$ cat src/rtl/keypad_entry_ctrl.sv
// keypad_entry_ctrl: turns the keypad scanner's key_done/key_code outputs into
// keystroke events and assembles them into a multi-digit code. Key E clears
// the buffer and key F commits it. A committed code is held on a valid/ready
// handshake until the consumer takes it. An inactivity timeout abandons
// partial entries.
module keypad_entry_ctrl #(
  parameter int unsigned NDIGITS = 4,   // buffer depth in digits, 1..15
  parameter int unsigned MIN_LOW = 2,   // low ticks needed before a rise counts
  parameter int unsigned TIMEOUT = 500  // stroke-free ticks before abandoning
) (
  input  logic                   rst,
  input  logic                   wClk20ms,
  input  logic                   key_done,
  input  logic [3:0]             key_code,
  input  logic                   code_ready,
  output logic [4*NDIGITS-1:0]   code,
  output logic [3:0]             code_len,
  output logic                   code_valid,
  output logic                   entry_busy,
  output logic                   overflow,
  output logic                   timeout_pulse
);

  localparam int unsigned CODE_W = 4 * NDIGITS;
  localparam int unsigned LOW_W  = (MIN_LOW < 1) ? 1 : $clog2(MIN_LOW + 1);
  localparam int unsigned IDLE_W = (TIMEOUT < 2) ? 1 : $clog2(TIMEOUT);

  typedef enum logic [1:0] {
    ST_IDLE,
    ST_ENTRY,
    ST_DELIVER
  } state_e;

  state_e              state_q, state_d;
  logic [CODE_W-1:0]   code_q, code_d;
  logic [3:0]          code_len_q, code_len_d;
  logic                code_valid_q, code_valid_d;
  logic                overflow_q, overflow_d;
  logic                timeout_pulse_q, timeout_pulse_d;
  logic                entry_busy_q;
  logic [IDLE_W-1:0]   idle_cnt_q, idle_cnt_d;

  logic                done_q;
  logic [LOW_W-1:0]    low_cnt_q, low_cnt_d;
  logic                stroke;
  logic                is_digit, is_clear, is_enter;
  logic [CODE_W-1:0]   code_shifted;

  // Low-run counter: saturates once the low period is long enough to qualify.
  always_comb begin
    if (key_done) begin
      low_cnt_d = '0;
    end else if (low_cnt_q < LOW_W'(MIN_LOW)) begin
      low_cnt_d = low_cnt_q + LOW_W'(1);
    end else begin
      low_cnt_d = low_cnt_q;
    end
  end

  // Keystroke detector state: previous key_done and the preceding low run.
  always_ff @(posedge wClk20ms or negedge rst) begin
    if (!rst) begin
      done_q    <= 1'b1;
      low_cnt_q <= '0;
    end else begin
      // NOTE: non-blocking assignments let every flop sample pre-edge values.
      done_q    <= key_done;
      low_cnt_q <= low_cnt_d;
    end
  end

  // A rise of key_done after a long enough low period is one keystroke.
  assign stroke   = key_done & ~done_q & (low_cnt_q >= LOW_W'(MIN_LOW));
  assign is_clear = (key_code == 4'hE);
  assign is_enter = (key_code == 4'hF);
  assign is_digit = ~is_clear & ~is_enter;

  // Newest digit enters at the low nibble; the oldest falls off the top.
  assign code_shifted = (code_q << 4) | CODE_W'(key_code);

  // Next-state and buffer update for the entry sequencer.
  always_comb begin
    // NOTE: every target gets a default first so no path can infer a latch.
    state_d         = state_q;
    code_d          = code_q;
    code_len_d      = code_len_q;
    code_valid_d    = code_valid_q;
    overflow_d      = overflow_q;
    timeout_pulse_d = 1'b0;
    idle_cnt_d      = '0;

    unique case (state_q)
      ST_IDLE: begin
        if (stroke && is_digit) begin
          code_d     = code_shifted;
          code_len_d = 4'd1;
          state_d    = ST_ENTRY;
        end
      end

      ST_ENTRY: begin
        if (stroke) begin
          if (is_clear) begin
            code_d     = '0;
            code_len_d = 4'd0;
            overflow_d = 1'b0;
            state_d    = ST_IDLE;
          end else if (is_enter) begin
            code_valid_d = 1'b1;
            state_d      = ST_DELIVER;
          end else if (code_len_q < 4'(NDIGITS)) begin
            code_d     = code_shifted;
            code_len_d = code_len_q + 4'd1;
          end else begin
            overflow_d = 1'b1;
          end
        end else if (idle_cnt_q == IDLE_W'(TIMEOUT - 1)) begin
          // Stroke-free for TIMEOUT ticks: abandon the partial entry.
          code_d          = '0;
          code_len_d      = 4'd0;
          overflow_d      = 1'b0;
          timeout_pulse_d = 1'b1;
          state_d         = ST_IDLE;
        end else begin
          idle_cnt_d = idle_cnt_q + IDLE_W'(1);
        end
      end

      ST_DELIVER: begin
        // Buffer is frozen; any keystroke here is discarded.
        if (code_ready) begin
          code_d       = '0;
          code_len_d   = 4'd0;
          code_valid_d = 1'b0;
          overflow_d   = 1'b0;
          state_d      = ST_IDLE;
        end
      end

      default: begin
        state_d = ST_IDLE;
      end
    endcase
  end

  // Sequencer registers, including the registered entry_busy flag.
  always_ff @(posedge wClk20ms or negedge rst) begin
    if (!rst) begin
      state_q         <= ST_IDLE;
      code_q          <= '0;
      code_len_q      <= 4'd0;
      code_valid_q    <= 1'b0;
      overflow_q      <= 1'b0;
      timeout_pulse_q <= 1'b0;
      entry_busy_q    <= 1'b0;
      idle_cnt_q      <= '0;
    end else begin
      state_q         <= state_d;
      code_q          <= code_d;
      code_len_q      <= code_len_d;
      code_valid_q    <= code_valid_d;
      overflow_q      <= overflow_d;
      timeout_pulse_q <= timeout_pulse_d;
      entry_busy_q    <= (state_d == ST_ENTRY);
      idle_cnt_q      <= idle_cnt_d;
    end
  end

  assign code          = code_q;
  assign code_len      = code_len_q;
  assign code_valid    = code_valid_q;
  assign entry_busy    = entry_busy_q;
  assign overflow      = overflow_q;
  assign timeout_pulse = timeout_pulse_q;

endmodule

$ cat config.mk
export PLATFORM = sky130hd
export DESIGN_NAME = keypad_entry_ctrl
export DESIGN_NICKNAME = d
export VERILOG_FILES = /design/src/rtl/keypad_entry_ctrl.sv
export SDC_FILE = /design/constraint.sdc
export NUM_CORES = 1
export LEC_CHECK = 0
export CORE_UTILIZATION = 25
export CTS_CLUSTER_SIZE = 14
export DETAILED_ROUTE_END_ITERATION = 7
export GPL_TIMING_DRIVEN = 0
export PLACE_DENSITY = 0.54
export SYNTH_ARGS = -nofsm -noshare
export SYNTH_HDL_FRONTEND = slang
export SYNTH_SLANG_ARGS = --single-unit
$ cat constraint.sdc
create_clock -name wClk20ms -period 2.15 [get_ports wClk20ms]
set_input_delay 0.43 -clock wClk20ms [delete_from_list [all_inputs] [get_ports wClk20ms]]
set_output_delay 0.43 -clock wClk20ms [all_outputs]
set_load 0.03 [all_outputs]
Local utilization:
Drawn at 3 px/um. The die is cut into 9 by 9 equal tiles; white is low, dark blue is high, 0 to 100% covered.
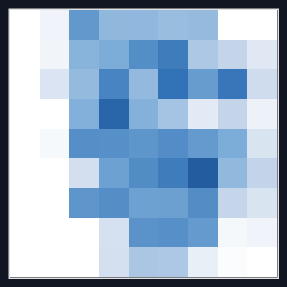
tiles over 75% full: 2.5%
nearly empty tiles: 25%
densest ninth of the die: centre
emptiest ninth of the die: lower left
fullest tile: 82%
total core area: 7290 um2
core utilization at floorplan: 26.0%

Routing congestion map:
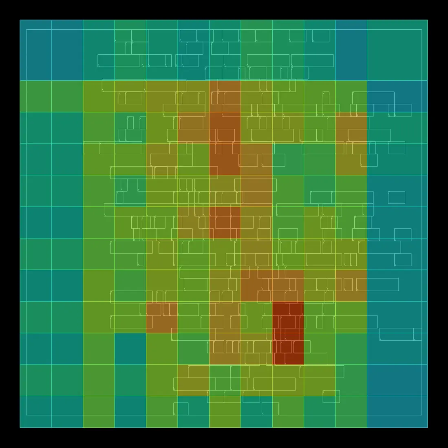
utilization after layout: 35.9%
Top Usage Layer GRT: met2

Signal wires by layer:
Drawn at 6 px/um. Two of the layers only.
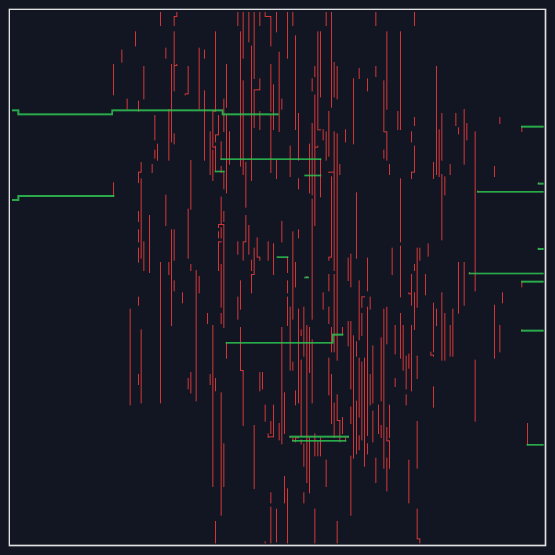
[M2] red | wire length: 1,900 um
[M3] green | wire length: 162 um
global-route total usage across every layer: 10.8%
number of vias after detailed routing: 1,394

==> run notes <==
Timing
* **maximum frequency from static timing analysis** 484 MHz
* **final worst hold slack** 0.0837 ns
* **final hold violations** 0
* **minimum period implied by the final worst setup slack** 2.06 ns
* **Worst Max-Slew Pin Slew** 0.344 ns
* **Final Skew** 0.0102 ns
* **post-layout period usage** 96.0%
* **Relative slew margins** 77.0%

Layout
* **relative area change from synthesis to final layout** 38.0%
* **Final #Nets** 247
* **layout cells sized above 1** 16.8%
* **non-filler instance count after layout** 331

Synthesis
* **post-synthesis cell count from yosys** 185
* **tally of unique sky130hd cells used after synthesis** 37
* **number of nets produced by synthesis** 201
* **ys async rst share** 100%
* **area reported by Yosys stat** 1900 um2
* **yosys adder share** 5.27%
* **number of storage elements in the synthesis netlist** 38
* **Mux cell area share** 11.3%
* **count of library flops with an enable pin** 0
* **area fraction in and, or, nand and nor cells** 17.7%
* **ao+oa area frac** 5.41%
* **flip-flop cell with the highest count after synthesis** dfrtp_1
* **Dominant combinational family** simple AND/OR/NAND/NOR gates
* **XOR/XNOR Fraction of Synth Area** 3.69%

Power
* **Leakage Power** 1.14 nW
* **worst-case vdd ir drop** 0.403 mV
* **power density over the cells** 1330 nW/um2

Clocking
* **CTS root buf** clkbuf_8
* **Post-CTS Repair Setup Buffers** 3
* **number of H-tree levels** 2
* **Longest Clk Path Bufs** 2
* **clock network latency to the later pin of the worst-skew pair** 0.29 ns
* **number of resized instances in the post-cts repair step** 11
* **hold bufs inserted after CTS** 0
* **Num CTS Buffers** 5

Worst setup path
* **Critical Path RT** 2.33 ns
* **launching element type of the critical path** flip-flop
* **worst reg2reg path endpoint** code_len[1]
* **worst reg2reg setup slack** 0.09 ns
* **Setup crit end** code_len[1]
* **largest fanout on the critical path** 6
* **startpoint of the worst-slack reg-to-reg timing path** state_q[0]
* **cell with the largest stage delay on the worst path** dfrtp_2
* **depth of the worst register-to-register path** 7
* **worst path cell trace** inv_1 -> ha_1 -> nor2b_1 -> a21o_1 -> nor4_4 -> buf_6 -> mux2_2
* **path length in cells of the critical path** 7
* **first element of the critical path** state_q[0]
* **count of buffer and inverter cells on the critical path** 2
* **CP Data Arrival Time** 2.25 ns
* **top cell family by delay on the critical path** simple AND/OR/NAND/NOR gates

Routing
* **Routed wire per std cell** 11.6 um
* **total wire length after detailed routing** 3840 um
* **residual DRC count** 0
* **initial drt markers** 51
* **number of detailed-route iterations in the first pass** 4

Global routing
* **final global-route overflow total** 0
* **vias in the first global route** 1,420
* **antenna violations before repair** 0
* **wire length of the first global-routing pass** 6530 um

Die
* **row cnt** 31
* **Top Ports** 32
* **DIE HEIGHT** 89.1 um
* **overall chip area** 7950 um2

Status
* **result of the run** finished, final reports clean

Job
* **total tool warning count** 30

Hold path
* **Worst Hold Class** primary input to async pin

Place
* **total half-perimeter wirelength after legalization and detailed placement** 2680 um

==> cell usage in the layout (no fill, tap or decap), types with 2 or more instances in the layout <==
master / synthesis / layout
nand2b_1: 2 / 2
mux2_2: 2 / 2
clkbuf_8: 0 / 6
nor3_1: 4 / 3
nand2_1: 23 / 21
mux2_1: 2 / 2
ha_1: 8 / 6
inv_1: 22 / 22
dfrtp_2: 0 / 3
mux2i_1: 17 / 17
buf_12: 1 / 2
nand4_1: 2 / 2
nor2_1: 24 / 24
xnor2_1: 6 / 6
dfrtp_1: 37 / 34
xor2_1: 2 / 2
bufinv_16: 0 / 2
buf_4: 0 / 8
nor2b_1: 3 / 2
nand3_1: 7 / 6
a2bb2oi_1: 2 / 2
nand2_2: 0 / 2
clkdlybuf4s50_1: 0 / 29
==> sequential cells by signal, summed over array words and instances, names as in the netlist <==
signal         cells
code_valid         1
timeout_pulse      1
overflow           1
entry_busy         1
state_q            2
idle_cnt_q         9
code              16
code_len           4
low_cnt_q          2
done_q             1
==> cells by family after synthesis <==
kind of cell             count (synthesis)
adder cells (fa/ha/maj)                  8
AND/OR/NAND/NOR                         71
XOR/XNOR                                 8
flip-flops                              38
multiplexers                            21
AND-OR/OR-AND                           13
buffers and inverters                   26
==> worst reg2reg max path, stage by stage (launching register included) <==
cell,delay [ns]
dfrtp_2,0.41
inv_1,0.07
ha_1,0.26
nor2b_1,0.20
a21o_1,0.23
nor4_4,0.28
buf_6,0.17
mux2_2,0.33
==> power breakdown <==
part / internal (mW) / leakage, nW / switching (mW)
clock: 0.495 / 0.0714 / 0.258
combinational: 0.753 / 0.579 / 0.890
sequential: 0.914 / 0.489 / 0.160
total: 2.16 / 1.14 / 1.31
==> per-stage QoR <==
| stage | setup WS (ns) | setup TNS [ns] | power [mW] | area (um2) |
|---|---|---|---|---|
| 2_1_floorplan | 0.0970 | 0 | 2.11 | 1900 |
| 3_3_place_gp | -0.636 | -24.01 | 2.61 | 2330 |
| 3_5_place_dp | -0.650 | -11.13 | 2.63 | 2350 |
| 4_1_cts | 0.0140 | 0 | 3.47 | 2550 |
| 5_1_grt | -0.00264 | -0.00264 | 3.70 | 2620 |
| 6_report | 0.0855 | 0 | 3.47 | 2620 |
==> layer usage <==
metal  routed length [um]  up-vias  global-route usage (%)
li1                     -      700                       -
met1                 1720      665                    13.7
met2                 1900       24                    17.4
met3                  162        5                    3.23
met4                   51        0                    4.04
met5                    0        -                       0
==> layout make-up <==
class                           count  area [um2]
Buffer                              3        36.3
Clock buffer                        6        82.6
Clock inverter                      2        60.1
Fill cell                         758        4670
Inverter                           22        82.6
Multi-Input combinational cell    121         893
Sequential cell                    38         956
Tap cell                           99         124
Timing Repair Buffer               40         384
==> cell usage after synthesis (2+ instances only) <==
cell type	number	share of area, %
dfrtp_1	37	49
nor2_1	24	4.7
nand2_1	23	4.5
inv_1	22	4.4
mux2i_1	17	9.0
ha_1	8	5.3
nand3_1	7	1.8
xnor2_1	6	2.8
nor3_1	4	1.1
nor2b_1	3	0.99
a2bb2oi_1	2	0.92
clkbuf_1	2	0.40
mux2_1	2	1.2
mux2_2	2	1.2
nand2b_1	2	0.66
nand4_1	2	0.66
xor2_1	2	0.92
Power and IR drop assume default switching activity.
